Figure 1. Metal 3.
Scale: 4 px per um. Cells faint in the background.
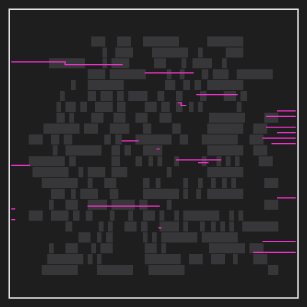
Figure 2. Cell sizes after repair.
Scale: 4 px per um.
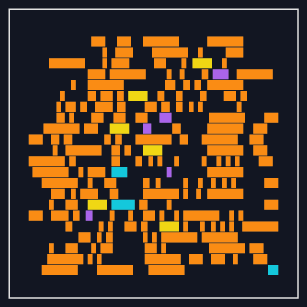
Figure 3. Cell classes on the final placement.
Scale: 6 px per um.
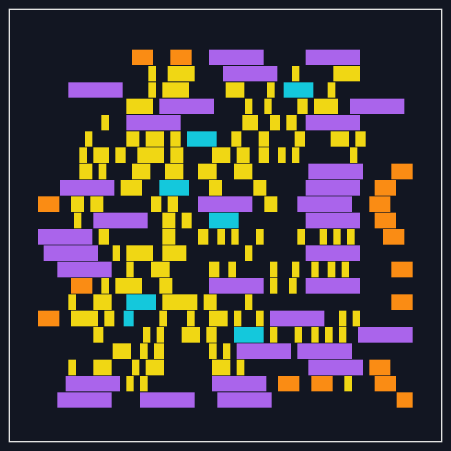
Figure 4. Sequential cells grouped by signal name.
Scale: 4 px per um.
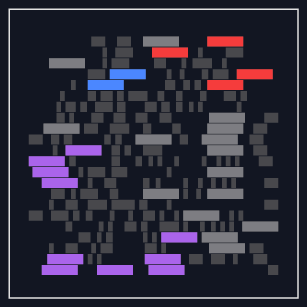
==> src/rtl/divider_pkg.sv <==
// Shared types and constants for the clock-divider strobe family.
// Holds the monitor state encoding, default sizing and the timeout derivation.
package divider_pkg;

  typedef enum logic [1:0] {
    IDLE    = 2'd0,
    MEASURE = 2'd1,
    LOCKED  = 2'd2
  } monState_e;

  localparam int DIV_EXPECTED = 500;
  localparam int DIV_CNT_W    = 10;

  // A period longer than the largest acceptable one means the tick has stopped.
  function automatic int timeoutCycles(input int expected, input int tol);
    return expected + tol + 1;
  endfunction

endpackage

==> src/rtl/tick_edge_detect.sv <==
// Turns the incoming tick strobe into a single-cycle event on its rising edge.
// Optional feature macro: TICK_PERIOD_SYNC_EN adds a 2-flop synchroniser in
// front of the edge detector so the tick may come from an unrelated domain.
module tick_edge_detect (
  input  logic clock,
  input  logic reset,
  input  logic tick_i,
  output logic event_o
);

  logic tickSrc;
  logic tickDly_q;

`ifdef TICK_PERIOD_SYNC_EN
  logic sync1_q;
  logic sync2_q;

  // Two-stage resynchronisation of the asynchronous tick into the clock domain.
  always_ff @(posedge clock or negedge reset) begin
    if (!reset) begin
      sync1_q <= 1'b0;
      sync2_q <= 1'b0;
    end else begin
      sync1_q <= tick_i;
      sync2_q <= sync1_q;
    end
  end

  assign tickSrc = sync2_q;
`else
  assign tickSrc = tick_i;
`endif

  // Delayed copy of the tick so a long-held strobe yields only one event.
  always_ff @(posedge clock or negedge reset) begin
    if (!reset) begin
      tickDly_q <= 1'b0;
    end else begin
      tickDly_q <= tickSrc;
    end
  end

  assign event_o = tickSrc & ~tickDly_q;

endmodule

==> src/rtl/tick_period_monitor.sv <==
// Run-time health monitor for a periodic tick: measures the cycle count
// between tick events, flags out-of-tolerance periods, missing ticks and
// reports lock after a run of good periods.
// Optional feature macro: TICK_PERIOD_SYNC_EN (synchroniser in tick_edge_detect).
module tick_period_monitor
  import divider_pkg::*;
#(
  parameter int W          = DIV_CNT_W,
  parameter int EXPECTED   = DIV_EXPECTED,
  parameter int TOL        = 0,
  parameter int LOCK_COUNT = 4
) (
  input  logic         clock,
  input  logic         reset,
  input  logic         tick_in,
  output logic [W-1:0] period_out,
  output logic         period_valid,
  output logic         period_err,
  output logic         timeout_err,
  output logic         locked
);

  localparam logic [W-1:0] PERIOD_LO   = W'(EXPECTED - TOL);
  localparam logic [W-1:0] PERIOD_HI   = W'(EXPECTED + TOL);
  localparam logic [W-1:0] TIMEOUT_CNT = W'(timeoutCycles(EXPECTED, TOL));
  localparam logic [W-1:0] CNT_ONE     = W'(1);
  localparam logic [3:0]   LOCK_N      = 4'(LOCK_COUNT);

  monState_e    state_q;
  logic [W-1:0] cnt_q;
  logic [3:0]   goodCnt_q;
  logic [W-1:0] periodOut_q;
  logic         periodValid_q;
  logic         periodErr_q;
  logic         timeoutErr_q;
  logic         locked_q;

  logic         tickEvent;
  logic [W-1:0] cntInc_d;
  logic [3:0]   goodInc_d;
  logic         periodGood;

  tick_edge_detect u_edge (
    .clock   (clock),
    .reset   (reset),
    .tick_i  (tick_in),
    .event_o (tickEvent)
  );

  assign cntInc_d   = cnt_q + CNT_ONE;
  assign goodInc_d  = goodCnt_q + 4'd1;
  assign periodGood = (cnt_q >= PERIOD_LO) && (cnt_q <= PERIOD_HI);

  // Measurement FSM: counts cycles between events, grades each period and
  // tracks lock; an event in the timeout cycle is still reported as a period.
  always_ff @(posedge clock or negedge reset) begin
    if (!reset) begin
      state_q       <= IDLE;
      cnt_q         <= '0;
      goodCnt_q     <= '0;
      periodOut_q   <= '0;
      periodValid_q <= 1'b0;
      periodErr_q   <= 1'b0;
      timeoutErr_q  <= 1'b0;
      locked_q      <= 1'b0;
    end else begin
      periodValid_q <= 1'b0;
      periodErr_q   <= 1'b0;
      timeoutErr_q  <= 1'b0;
      case (state_q)
        IDLE: begin
          if (tickEvent) begin
            state_q <= MEASURE;
            cnt_q   <= CNT_ONE;
          end else begin
            cnt_q <= '0;
          end
        end
        MEASURE, LOCKED: begin
          if (tickEvent) begin
            cnt_q         <= CNT_ONE;
            periodOut_q   <= cnt_q;
            periodValid_q <= 1'b1;
            if (periodGood) begin
              if (state_q == MEASURE) begin
                goodCnt_q <= goodInc_d;
                if (goodInc_d >= LOCK_N) begin
                  state_q  <= LOCKED;
                  locked_q <= 1'b1;
                end
              end
            end else begin
              periodErr_q <= 1'b1;
              goodCnt_q   <= '0;
              locked_q    <= 1'b0;
              state_q     <= MEASURE;
            end
          end else if (cnt_q == TIMEOUT_CNT) begin
            timeoutErr_q <= 1'b1;
            locked_q     <= 1'b0;
            goodCnt_q    <= '0;
            cnt_q        <= '0;
            state_q      <= IDLE;
          end else begin
            cnt_q <= cntInc_d;
          end
        end
        default: begin
          state_q <= IDLE;
          cnt_q   <= '0;
        end
      endcase
    end
  end

  assign period_out   = periodOut_q;
  assign period_valid = periodValid_q;
  assign period_err   = periodErr_q;
  assign timeout_err  = timeoutErr_q;
  assign locked       = locked_q;

endmodule
==> config.mk <==
export PLATFORM = sky130hd
export DESIGN_NAME = tick_period_monitor
export DESIGN_NICKNAME = d
export VERILOG_FILES = /design/src/rtl/divider_pkg.sv /design/src/rtl/tick_edge_detect.sv /design/src/rtl/tick_period_monitor.sv
export SDC_FILE = /design/constraint.sdc
export NUM_CORES = 1
export LEC_CHECK = 0
export CAP_MARGIN = 20
export CELL_PAD_IN_SITES_DETAIL_PLACEMENT = 1
export CELL_PAD_IN_SITES_GLOBAL_PLACEMENT = 2
export CORE_MARGIN = 4
export CORE_UTILIZATION = 37
export CTS_CLUSTER_SIZE = 14
export DETAILED_ROUTE_END_ITERATION = 8
export PLACE_DENSITY = 0.78
export SLEW_MARGIN = 20
export SYNTH_ARGS = -nofsm -noshare
export SYNTH_HDL_FRONTEND = slang
export SYNTH_SLANG_ARGS = --single-unit
==> constraint.sdc <==
create_clock -name clock -period 3.8 [get_ports clock]
set_input_delay 0.57 -clock clock [delete_from_list [all_inputs] [get_ports clock]]
set_output_delay 0.57 -clock clock [all_outputs]
set_load 0.02 [all_outputs]
==> qor.csv <==
stage,metric,value,unit
global_routing,global_route.usage.total,0.1509,
finish,clock_buffer_count,6,
power_and_ir_drop,pwr-share-seq,0.473,
global_routing,maximum_number_of_pins_on_one_net_before_global_route_repair,32,
yosys,syn_area,0.001506,mm^2
cts,tritoncts,done,
global_routing,met1_usage,0.2033,
critical_path,worstSetupEndpointType,register,
critical_path,timing.setup.critical_path_class,in2reg,
finish,non_clock_buffer_count,17,
place,gp_routability_congestion,0.8125,
power_and_ir_drop,internal_power,558.6,uW
critical_path,timing.critical_path.fanout_max,15,
yosys,post_synth_inst_count,157,
finish,antenna_cells_inserted,0,
yosys,synth_area_per_cell,9.595,um^2
sta,worst_clock_skew,0.009940,ns
finish,drive_above_1_share,0.07955,
global_routing,busiest_layer,met2,
finish,largest_cell_class,registers,
floorplan,die-width,71.81,um
finish,layout.non_clock_inverters,6,
sta,timing.final.max_slew_violations,0,
yosys,simple_gate_area_frac,0.2284,
yosys,synth-xor-area-share,0.05233,
floorplan,die_y,71.81,um
yosys,synthesis_warning_total,0,
route,vias_per_cell,5.205,
sta,finalCritPeriodShare,0.5995,
global_routing,grt_antenna_before_repair,0,
route,route.detailed.drc,0,
finish,sh_comb_area,0.3794,
cts,clkLatencyLatePin,0.28,ns
place,dp_hpwl,2.593,mm
yosys,post_synthesis_share_of_cell_area_spent_on_and_or_and_or_and_gates,0.09718,
yosys,mux_area_fraction,0.007475,
sta,setup_total_negative_slack,0,ns
floorplan,initial_utilization,0.3966,
power_and_ir_drop,max-vdd-ir-drop,0.2302,mV
global_routing,grt-ovfl-total,0,
cts,clock-root-buffer,clkbuf_8,
yosys,fp_nets,168,
power_and_ir_drop,leakagePower,0.0008228,uW
route,wl,3.449,mm
worst_hold_path,hold_path.class,reg2reg,
route,drt-wirelength-per-cell,15.40,um
floorplan,nWellTaps,48,
yosys,synth.yosys.seq_area_share,0.5150,
run,maximum_capacitance_violations,0,
yosys,asyncSetResetFlopFracSynth,1.000,
sta,max_freq,0.4390,GHz
finish,lay_top_count,nand2_1,
power_and_ir_drop,power_switching,245.1,uW
sta,max_slew.worst_pin.slew,0.3952,ns
cts,clk_transition_reported_paths,0.07,ns
power_and_ir_drop,switching_share,0.3050,
run,log.warning_count,31,
sta,timing.hold.ws,0.4779,ns
cts,number_of_buffers_created_by_cts,5,
finish,final_util,0.4723,
route,topRoutingLayerUsed,met4,
global_routing,global_route_wire_length_before_repair,6.003,mm
route,detail_route.iter0.violations,39,
global_routing,grt_pass1_vias,1246,
yosys,synth.cellmix.adderShare,0.06645,
yosys,synth.lib_cells_used.distinct,36,
finish,regArea,775.7,um^2
yosys,ys_dominant_reg_cell,dfrtp_1,
critical_path,cp_data_required_time,4.02,ns
place,port_buffers,16,
power_and_ir_drop,clock_power_share,0.326,
sta,slew_headroom,0.7366,
route,antenna_left,0,
finish,clkCellAreaFrac,0.04881,
floorplan,std_cell_rows,22,
finish,mostFrequentLayoutCells,"nand2_1 (35), dfrtp_1 (31), nor2_1 (17)",
critical_path,critPathArrivalTime,2.50,ns
sta,finalSetupViolations,0,
yosys,yosys-stat-cells,157,
sta,rsz0062_at_grt,no,
floorplan,io_pins,17,
cts,postCtsSetupBuffers,0,
finish,comb_cells,115,
floorplan,core,0.003799,mm^2
status,run_status,finished clean,
route,dr.pass1.iters,4,
route,wl_met1,1.747,mm
yosys,ys_seq_elements,31,
finish,synthToLayoutAreaGrowth,19.10,%
power_and_ir_drop,power_after_layout,803.7,uW
sta,timing.final.ws_setup,1.522,ns
global_routing,grt_util_met3,0.03927,
floorplan,floorplan.die_area,0.005157,mm^2
critical_path,crit_path_start_kind,primary input,
finish,layout.area.comb,680.7,um^2
finish,layout.filler_cells,439,
cts,clock_sink_count,31,
cts,post_cts.resized_instances,0,
route,route.vias.total,1166,
finish,signal_buffer_area_fraction,0.09345,
global_routing,grt.met2_usage,0.2327,
-- Figure 1 (at the start) --
main direction = horizontal
share of all routed wire = 4.5%
longest straight run = 17.7 um
wire length on this layer = 154 um
nets with wire on the layer = 18

-- Figure 2 (at the start) --
purple -> _2 cells  # cells 5, share 2.8%
yellow -> _6 and larger  # cells 6, share 3.4%, most used clkbuf_8
cyan -> _3 and _4 cells  # cells 3, share 1.7%
orange -> _0 and _1 cells  # cells 162, share 92%, most used nand2_1

-- Figure 3 (at the start) --
orange -> remaining buffers and delay cells  # cells 17, share of their area 9.7%
cyan -> clock drivers and dummy loads  # cells 7, share of their area 5.1%
yellow -> combinational and other logic  # cells 121, share of their area 41%
purple -> sequential cells  # cells 31, share of their area 45%

-- Figure 4 (at the start) --
blue -> `state_q`  # flops 2
red -> `goodCnt_q`  # flops 4, where top right
purple -> `cnt_q`  # flops 10
not coloured = 15

==> sequential cells by signal, indices dropped and copies added, names as in the netlist <==
register and cells:
goodCnt_q 4, locked 1, period_err 1, period_out 10
period_valid 1, u_edge.tickDly_q 1, timeout_err 1, cnt_q 10
state_q 2
==> Yosys cell counts (3+ instances only) <==
cell type	instances	area, um^2
xnor2_1	4	35.03
nand3_1	6	30.03
ha_1	8	100.1
xor2_1	5	43.79
nand2_1	35	131.4
clkbuf_1	3	11.26
a21oi_1	5	25.02
nor2_1	17	63.81
dfrtp_1	31	775.7
o21ai_0	6	30.03
a22o_1	3	26.28
inv_1	5	18.77
==> per-stage QoR <==
| stage | instance area [um^2] | instances |
|---|---|---|
| final | 1794 | 224 |
| after global routing | 1794 | 224 |
| after CTS | 1794 | 224 |
| after detailed placement | 1707 | 217 |
| after global placement | 1707 | 217 |
| after floorplan | 1506 | 157 |
==> worst max-delay path, cell delays in order <==
cell             delay (ns)
clkdlybuf4s50_1        0.51
nor2b_1                0.34
nand2_2                0.24
inv_2                  0.25
a22o_1                 0.16
a41oi_1                0.05
o22ai_1                0.21
a22o_1                 0.17
==> power by group through the flow <==
stage          registers, uW  clock network, uW  logic, uW
2_1_floorplan            391                  0       95.1
3_3_place_gp             384                  0        161
3_5_place_dp             386                  0        163
4_1_cts                  380                270        164
5_1_grt                  384                290        185
6_report                 380                262        162
==> final timing paths <==
kind	start	to	slack, ns	depth (start not counted)
max	tick_in	state_q[1]	1.52	8
min	period_out[2]	period_out[2]	0.48	2
max reg2reg	state_q[0]	state_q[1]	1.53	8
min reg2reg	period_out[2]	period_out[2]	0.48	2
max in group asynchronous	reset	cnt_q[2]	2.83	2
min in group asynchronous	reset	period_out[6]	0.68	2
Power is estimated from default activity; no workload was simulated.
